$ cat src/rtl/arm_multicycle_ctrl_if.sv
// Instruction fields and ALU flags into the multicycle ARM controller,
// plus the datapath selects and write enables it drives back out.
interface arm_multicycle_ctrl_if;
    logic [3:0] Cond;
    logic [1:0] Op;
    logic [5:0] Funct;
    logic [3:0] Rd;
    logic [3:0] ALUFlags;

    logic [1:0] ALUControl;
    logic       ALUSrcA;
    logic [1:0] ALUSrcB;
    logic [1:0] ResultSrc;
    logic [1:0] ImmSrc;
    logic [1:0] RegSrc;
    logic       AdrSrc;
    logic       IRWrite;
    logic       PCWrite;
    logic       RegWrite;
    logic       MemWrite;
    logic [3:0] Flags;

    modport master (
        input  Cond, Op, Funct, Rd, ALUFlags,
        output ALUControl, ALUSrcA, ALUSrcB, ResultSrc, ImmSrc, RegSrc,
               AdrSrc, IRWrite, PCWrite, RegWrite, MemWrite, Flags
    );

    modport slave (
        output Cond, Op, Funct, Rd, ALUFlags,
        input  ALUControl, ALUSrcA, ALUSrcB, ResultSrc, ImmSrc, RegSrc,
               AdrSrc, IRWrite, PCWrite, RegWrite, MemWrite, Flags
    );
endinterface

$ cat src/rtl/arm_multicycle_ctrl.sv
// Multicycle ARM-subset control unit: main FSM, ALU decoder and NZCV condition logic.
// Define COND_EXEC_EN to honour the Cond field; otherwise every instruction executes.
module arm_multicycle_ctrl #(
    parameter logic [3:0] PC_REG      = 4'd15,
    parameter logic [3:0] RESET_FLAGS = 4'b0000
) (
    input  logic                   clk,
    input  logic                   reset,
    arm_multicycle_ctrl_if.master  bus
);

    typedef enum logic [3:0] {
        S_FETCH  = 4'd0,
        S_DECODE = 4'd1,
        S_MEMADR = 4'd2,
        S_MEMRD  = 4'd3,
        S_MEMWB  = 4'd4,
        S_MEMWR  = 4'd5,
        S_EXECR  = 4'd6,
        S_EXECI  = 4'd7,
        S_ALUWB  = 4'd8,
        S_BRANCH = 4'd9
    } state_t;

    state_t     state_q, state_d;
    logic [3:0] flags_q, flags_d;

    logic       alu_src_a;
    logic [1:0] alu_src_b;
    logic [1:0] result_src;
    logic       adr_src;
    logic       alu_op;
    logic       ir_write;
    logic       next_pc;
    logic       reg_w;
    logic       mem_w;
    logic       branch;

    logic [1:0] alu_control;
    logic [1:0] flag_w;
    logic       no_write;
    logic       cond_ex;
    logic       pcs;

    always_ff @(posedge clk or negedge reset) begin
        if (!reset) begin
            state_q <= S_FETCH;
            flags_q <= RESET_FLAGS;
        end else begin
            state_q <= state_d;
            flags_q <= flags_d;
        end
    end

    always_comb begin
        state_d = S_FETCH;
        case (state_q)
            S_FETCH:  state_d = S_DECODE;
            S_DECODE: begin
                case (bus.Op)
                    2'b01:   state_d = S_MEMADR;
                    2'b00:   state_d = bus.Funct[5] ? S_EXECI : S_EXECR;
                    2'b10:   state_d = S_BRANCH;
                    default: state_d = S_FETCH;
                endcase
            end
            S_MEMADR: state_d = bus.Funct[0] ? S_MEMRD : S_MEMWR;
            S_MEMRD:  state_d = S_MEMWB;
            S_EXECR:  state_d = S_ALUWB;
            S_EXECI:  state_d = S_ALUWB;
            default:  state_d = S_FETCH;
        endcase
    end

    // Moore decode; unlisted selects default to zero, which also covers unused encodings.
    always_comb begin
        alu_src_a  = 1'b0;
        alu_src_b  = 2'b00;
        result_src = 2'b00;
        adr_src    = 1'b0;
        alu_op     = 1'b0;
        ir_write   = 1'b0;
        next_pc    = 1'b0;
        reg_w      = 1'b0;
        mem_w      = 1'b0;
        branch     = 1'b0;
        case (state_q)
            S_FETCH: begin
                alu_src_a  = 1'b1;
                alu_src_b  = 2'b10;
                result_src = 2'b10;
                ir_write   = 1'b1;
                next_pc    = 1'b1;
            end
            S_DECODE: begin
                alu_src_a  = 1'b1;
                alu_src_b  = 2'b10;
                result_src = 2'b10;
            end
            S_MEMADR: alu_src_b = 2'b01;
            S_MEMRD:  adr_src = 1'b1;
            S_MEMWB: begin
                result_src = 2'b01;
                reg_w      = 1'b1;
            end
            S_MEMWR: begin
                adr_src = 1'b1;
                mem_w   = 1'b1;
            end
            S_EXECR:  alu_op = 1'b1;
            S_EXECI: begin
                alu_src_b = 2'b01;
                alu_op    = 1'b1;
            end
            S_ALUWB:  reg_w = 1'b1;
            S_BRANCH: begin
                alu_src_b  = 2'b01;
                result_src = 2'b10;
                branch     = 1'b1;
            end
            default: ;
        endcase
    end

    // Unrecognised commands fall back to ADD with no flag update, even when S is set.
    always_comb begin
        alu_control = 2'b00;
        flag_w      = 2'b00;
        if (alu_op) begin
            case (bus.Funct[4:1])
                4'b0100: begin
                    alu_control = 2'b00;
                    flag_w      = {bus.Funct[0], bus.Funct[0]};
                end
                4'b0010: begin
                    alu_control = 2'b01;
                    flag_w      = {bus.Funct[0], bus.Funct[0]};
                end
                4'b0000: begin
                    alu_control = 2'b10;
                    flag_w      = {bus.Funct[0], 1'b0};
                end
                4'b1100: begin
                    alu_control = 2'b11;
                    flag_w      = {bus.Funct[0], 1'b0};
                end
                4'b1010: begin
                    alu_control = 2'b01;
                    flag_w      = 2'b11;
                end
                default: begin
                    alu_control = 2'b00;
                    flag_w      = 2'b00;
                end
            endcase
        end
    end

    // CMP only suppresses the writeback of data-processing instructions, not loads.
    assign no_write = (bus.Op == 2'b00) && (bus.Funct[4:1] == 4'b1010);

`ifdef COND_EXEC_EN
    always_comb begin
        cond_ex = 1'b0;
        case (bus.Cond)
            4'b0000: cond_ex = flags_q[2];
            4'b0001: cond_ex = ~flags_q[2];
            4'b0010: cond_ex = flags_q[1];
            4'b0011: cond_ex = ~flags_q[1];
            4'b0100: cond_ex = flags_q[3];
            4'b0101: cond_ex = ~flags_q[3];
            4'b0110: cond_ex = flags_q[0];
            4'b0111: cond_ex = ~flags_q[0];
            4'b1000: cond_ex = flags_q[1] & ~flags_q[2];
            4'b1001: cond_ex = ~flags_q[1] | flags_q[2];
            4'b1010: cond_ex = (flags_q[3] == flags_q[0]);
            4'b1011: cond_ex = (flags_q[3] != flags_q[0]);
            4'b1100: cond_ex = ~flags_q[2] & (flags_q[3] == flags_q[0]);
            4'b1101: cond_ex = flags_q[2] | (flags_q[3] != flags_q[0]);
            4'b1110: cond_ex = 1'b1;
            default: cond_ex = 1'b0;
        endcase
    end
`else
    logic unused_cond;
    assign unused_cond = ^bus.Cond;
    assign cond_ex     = 1'b1;
`endif

    // Flags are captured on the edge leaving an execute state, so the next instruction sees them.
    always_comb begin
        flags_d = flags_q;
        if (((state_q == S_EXECR) || (state_q == S_EXECI)) && cond_ex) begin
            if (flag_w[1]) flags_d[3:2] = bus.ALUFlags[3:2];
            if (flag_w[0]) flags_d[1:0] = bus.ALUFlags[1:0];
        end
    end

    assign pcs = (reg_w && (bus.Rd == PC_REG)) || branch;

    // Write enables are forced low for as long as reset is held, independent of state.
    assign bus.IRWrite  = reset & ir_write;
    assign bus.PCWrite  = reset & (next_pc | (pcs & cond_ex));
    assign bus.RegWrite = reset & reg_w & cond_ex & ~no_write;
    assign bus.MemWrite = reset & mem_w & cond_ex;

    assign bus.ALUControl = alu_control;
    assign bus.ALUSrcA    = alu_src_a;
    assign bus.ALUSrcB    = alu_src_b;
    assign bus.ResultSrc  = result_src;
    assign bus.AdrSrc     = adr_src;
    assign bus.ImmSrc     = bus.Op;
    assign bus.RegSrc     = {bus.Op == 2'b01, bus.Op == 2'b10};
    assign bus.Flags      = flags_q;

endmodule

$ cat src/flat_wrapper.sv
// flat-port wrapper written by rule: the top's interface ports become plain ports
module arm_multicycle_ctrl_flat 
#(
    parameter logic [3:0] PC_REG      = 4'd15,
    parameter logic [3:0] RESET_FLAGS = 4'b0000
)
  (clk, reset, bus_Cond, bus_Op, bus_Funct, bus_Rd, bus_ALUFlags, bus_ALUControl, bus_ALUSrcA, bus_ALUSrcB, bus_ResultSrc, bus_ImmSrc, bus_RegSrc, bus_AdrSrc, bus_IRWrite, bus_PCWrite, bus_RegWrite, bus_MemWrite, bus_Flags);
  arm_multicycle_ctrl_if bus_i ();
  input  logic clk;
  input  logic reset;
  input wire logic [$bits(bus_i.Cond)-1:0] bus_Cond;
  input wire logic [$bits(bus_i.Op)-1:0] bus_Op;
  input wire logic [$bits(bus_i.Funct)-1:0] bus_Funct;
  input wire logic [$bits(bus_i.Rd)-1:0] bus_Rd;
  input wire logic [$bits(bus_i.ALUFlags)-1:0] bus_ALUFlags;
  output wire logic [$bits(bus_i.ALUControl)-1:0] bus_ALUControl;
  output wire logic [$bits(bus_i.ALUSrcA)-1:0] bus_ALUSrcA;
  output wire logic [$bits(bus_i.ALUSrcB)-1:0] bus_ALUSrcB;
  output wire logic [$bits(bus_i.ResultSrc)-1:0] bus_ResultSrc;
  output wire logic [$bits(bus_i.ImmSrc)-1:0] bus_ImmSrc;
  output wire logic [$bits(bus_i.RegSrc)-1:0] bus_RegSrc;
  output wire logic [$bits(bus_i.AdrSrc)-1:0] bus_AdrSrc;
  output wire logic [$bits(bus_i.IRWrite)-1:0] bus_IRWrite;
  output wire logic [$bits(bus_i.PCWrite)-1:0] bus_PCWrite;
  output wire logic [$bits(bus_i.RegWrite)-1:0] bus_RegWrite;
  output wire logic [$bits(bus_i.MemWrite)-1:0] bus_MemWrite;
  output wire logic [$bits(bus_i.Flags)-1:0] bus_Flags;
  assign bus_i.Cond = bus_Cond;
  assign bus_i.Op = bus_Op;
  assign bus_i.Funct = bus_Funct;
  assign bus_i.Rd = bus_Rd;
  assign bus_i.ALUFlags = bus_ALUFlags;
  assign bus_ALUControl = bus_i.ALUControl;
  assign bus_ALUSrcA = bus_i.ALUSrcA;
  assign bus_ALUSrcB = bus_i.ALUSrcB;
  assign bus_ResultSrc = bus_i.ResultSrc;
  assign bus_ImmSrc = bus_i.ImmSrc;
  assign bus_RegSrc = bus_i.RegSrc;
  assign bus_AdrSrc = bus_i.AdrSrc;
  assign bus_IRWrite = bus_i.IRWrite;
  assign bus_PCWrite = bus_i.PCWrite;
  assign bus_RegWrite = bus_i.RegWrite;
  assign bus_MemWrite = bus_i.MemWrite;
  assign bus_Flags = bus_i.Flags;
  arm_multicycle_ctrl #(.PC_REG(PC_REG), .RESET_FLAGS(RESET_FLAGS)) u_core (.clk(clk), .reset(reset), .bus(bus_i));
endmodule
$ cat config.mk
export PLATFORM = sky130hd
export DESIGN_NAME = arm_multicycle_ctrl_flat
export DESIGN_NICKNAME = d
export VERILOG_FILES = /design/src/rtl/arm_multicycle_ctrl_if.sv /design/src/rtl/arm_multicycle_ctrl.sv /design/src/flat_wrapper.sv
export SDC_FILE = /design/constraint.sdc
export NUM_CORES = 1
export LEC_CHECK = 0
export CORE_MARGIN = 4
export CORE_UTILIZATION = 36
export CTS_BUF_LIST = sky130_fd_sc_hd__clkbuf_4
export CTS_CLUSTER_SIZE = 10
export DETAILED_ROUTE_END_ITERATION = 12
export PLACE_DENSITY = 0.87
export SETUP_SLACK_MARGIN = 0.15
export SYNTH_ARGS = -nofsm -noshare
export SYNTH_HDL_FRONTEND = slang
export SYNTH_SLANG_ARGS = --single-unit
$ cat constraint.sdc
create_clock -name clk -period 2.02 [get_ports clk]
set_input_delay 0.404 -clock clk [delete_from_list [all_inputs] [get_ports clk]]
set_output_delay 0.404 -clock clk [all_outputs]
set_load 0.02 [all_outputs]
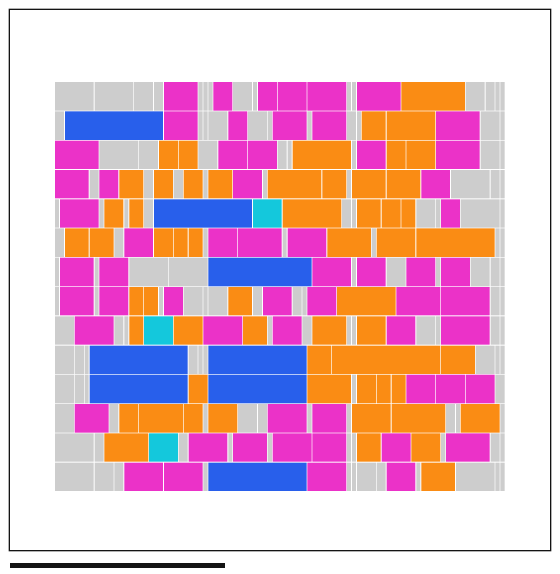
cell_classes.png
Bar = 20 microns. Fill, decap, tap and diode cells in grey.
legend:
  cells driving clock nets:
    colour: cyan
    cells: 3
    share_of_their_area: 1.9%
  all other logic:
    colour: orange
    cells: 58
    share_of_their_area: 39%
  other buffers and delay cells:
    colour: magenta
    cells: 60
    share_of_their_area: 43%
  flops:
    colour: blue
    cells: 8
    share_of_their_area: 17%
fin area: 0.00124 sq mm
Rows: 14

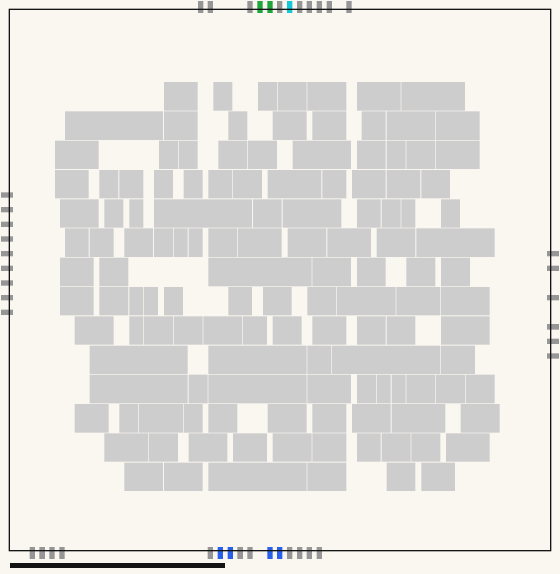
pins.png
Bar = 20 microns. Pins as bars across the die edge, other pins in grey.
legend:
  bus_PCWrite:
    colour: cyan
    pins: 1
    direction: output
    edge: north
  bus_ALUFlags:
    colour: blue
    pins: 4
    direction: input
    edge: south
  bus_ResultSrc:
    colour: green
    pins: 2
    direction: output
    edge: north
all pins by edge: 15 south, 12 north, 9 west, 6 east
DIE HEIGHT: 50.2 microns
IO buf count: 37

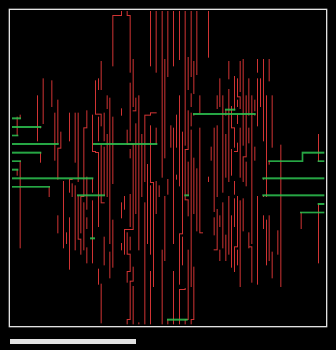
metal_stack.png
Bar = 20 microns. Only two layers are drawn.
legend:
  met2:
    colour: red
    wire_length: 1330 microns
  met3:
    colour: green
    wire_length: 101 microns
via count: 769
GRT Total Usage: 20.3%
WL per Instance: 15.6 microns

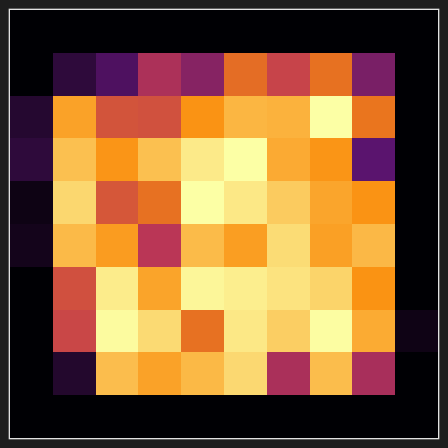
density.png
The die is cut into 10 by 10 equal tiles; black is low, pale yellow is high, 0 to 100% covered.
densest ninth of the die: centre
mean over tiles: 48%
fullest tile: 100%
emptiest ninth of the die: north-west
FP Core Util: 40.2%
post-layout util: 77.6%
Core ar.: 0.00159 sq mm

==> flow_metrics.env <==
# yosys + openroad results
export IMPL_rsz0062_at_grt="yes"
export IMPL_fp_nets=95
export IMPL_synth_area_sq_um=641
export IMPL_h_tree_depth=1
export IMPL_power_leakage_uw=0.000600
export IMPL_worstRegToRegCells=6
export IMPL_ir_worst_vdd_v=0.000699
export IMPL_synth_top_area_share_pct=31.3
export IMPL_postSynthAreaPerCell_sq_um=8.78
export IMPL_crit_chain="and2b_2, buf_6, nand2_1, o21ai_1, a22o_1, buf_6"
export IMPL_ys_sh_xor_pct=2.73
export IMPL_critPathTopFamily="flip-flops"
export IMPL_synth_flops=8
export IMPL_fillers=114
export IMPL_yosysTopAreaCell="dfrtp_1"
export IMPL_synth_warning_count=0
export IMPL_synthTopCellsByArea="dfrtp_1 31%, nand2b_1 4.9%, nor2b_1 4.9%"
export IMPL_worst_endpoint_required_ns=1.62
export IMPL_cts_hold_fix_buffers=0
export IMPL_timing_critical_path_to_type="output port"
export IMPL_ys_sh_aoi_pct=18.7
export IMPL_skew_ns=0.00812
export IMPL_cts_tree="done"
export IMPL_slew_violations=0
export IMPL_cts_root_buffer="clkbuf_4"
export IMPL_areaGrowthSynthToFinish_pct=93.2
export IMPL_setup_viol=0
export IMPL_crit_type="register to output port"
export IMPL_reg2reg_slack_ns=0.21
export IMPL_r2r_end="u_core.bus.Flags[3]"
export IMPL_first_iter_violations=24
export IMPL_cap_violations=0
export IMPL_insertion_delay_ns=0.26
export IMPL_antenna_found_initial=0
export IMPL_ioPinCount=42
export IMPL_grt_pass1_vias=853
export IMPL_start_kind="register"
export IMPL_top_cells_by_count="8 x dfrtp_1, 8 x nor2_1, 6 x nor3_1"
export IMPL_cp_num_buf_inv=2
export IMPL_grt_pass1_wl_mm=3.88
export IMPL_place_hpwl_mm=1.79
export IMPL_tightest_slew_ns=0.329
export IMPL_ff_type="dfrtp_1"
export IMPL_status="completed"
export IMPL_hp_class="input port to asynchronous set/reset pin"
export IMPL_critPathArrivalTime_ns=1.52
export IMPL_ctsLongestPathBuffers=2
export IMPL_ys_seq_share_pct=31.3
export IMPL_logic_area_sq_um=468
export IMPL_nets=153
-- sequential cells by signal, summed over array words and instances (netlist names) --
register,count
u_core.state_q,4
u_core.bus.Flags,4
-- layer usage --
metal,global-route usage (%),vias up,wire (microns)
li1,-,377,-
met1,22.1,363,929
met2,38.9,25,1330
met3,4.14,4,100
met4,5.99,0,34
met5,0,-,0
-- worst max path at each step --
| stage | to | depth (start not counted) | from | slack, ns |
|---|---|---|---|---|
| final | bus_ALUSrcB[0] | 6 | u_core.state_q[3] | 0.10 |
| after floorplan | bus_PCWrite | 3 | u_core.state_q[1] | 0.06 |
| after CTS | bus_PCWrite | 5 | u_core.state_q[3] | 0.09 |
| after detailed placement | bus_RegWrite | 5 | bus_Funct[3] | -0.56 |
| after global placement | bus_RegWrite | 5 | bus_Funct[3] | -0.52 |
| after global routing | bus_ALUControl[1] | 5 | u_core.state_q[3] | 0.05 |
-- layout make-up --
class / instances / share of cell area [%]
timing repair buffer: 60 / 41.7
sequential: 8 / 16.3
clock buffer: 3 / 1.82
multi-input combinational: 58 / 37.8
tap: 24 / 2.43
-- metrics by stage --
| step | setup slack, ns | area, sq um | std cells | power (uW) | hold slack (ns) |
|---|---|---|---|---|---|
| final | 0.100 | 1240 | 153 | 1400 | 0.194 |
| after global routing | 0.0489 | 1240 | 153 | 1480 | 0.202 |
| after CTS | 0.0861 | 1180 | 152 | 1320 | 0.203 |
| after detailed placement | -0.559 | 1170 | 149 | 1240 | 0.483 |
| after global placement | -0.518 | 1170 | 149 | 1190 | 0.477 |
| after floorplan | 0.0608 | 643 | 73 | 745 | 0.108 |
-- where the power goes --
group          internal [uW]  switching, uW
clock                   68.4           60.7
combinational            470            523
sequential               219           58.2
total                    757            642
Power is estimated from default activity; no workload was simulated.
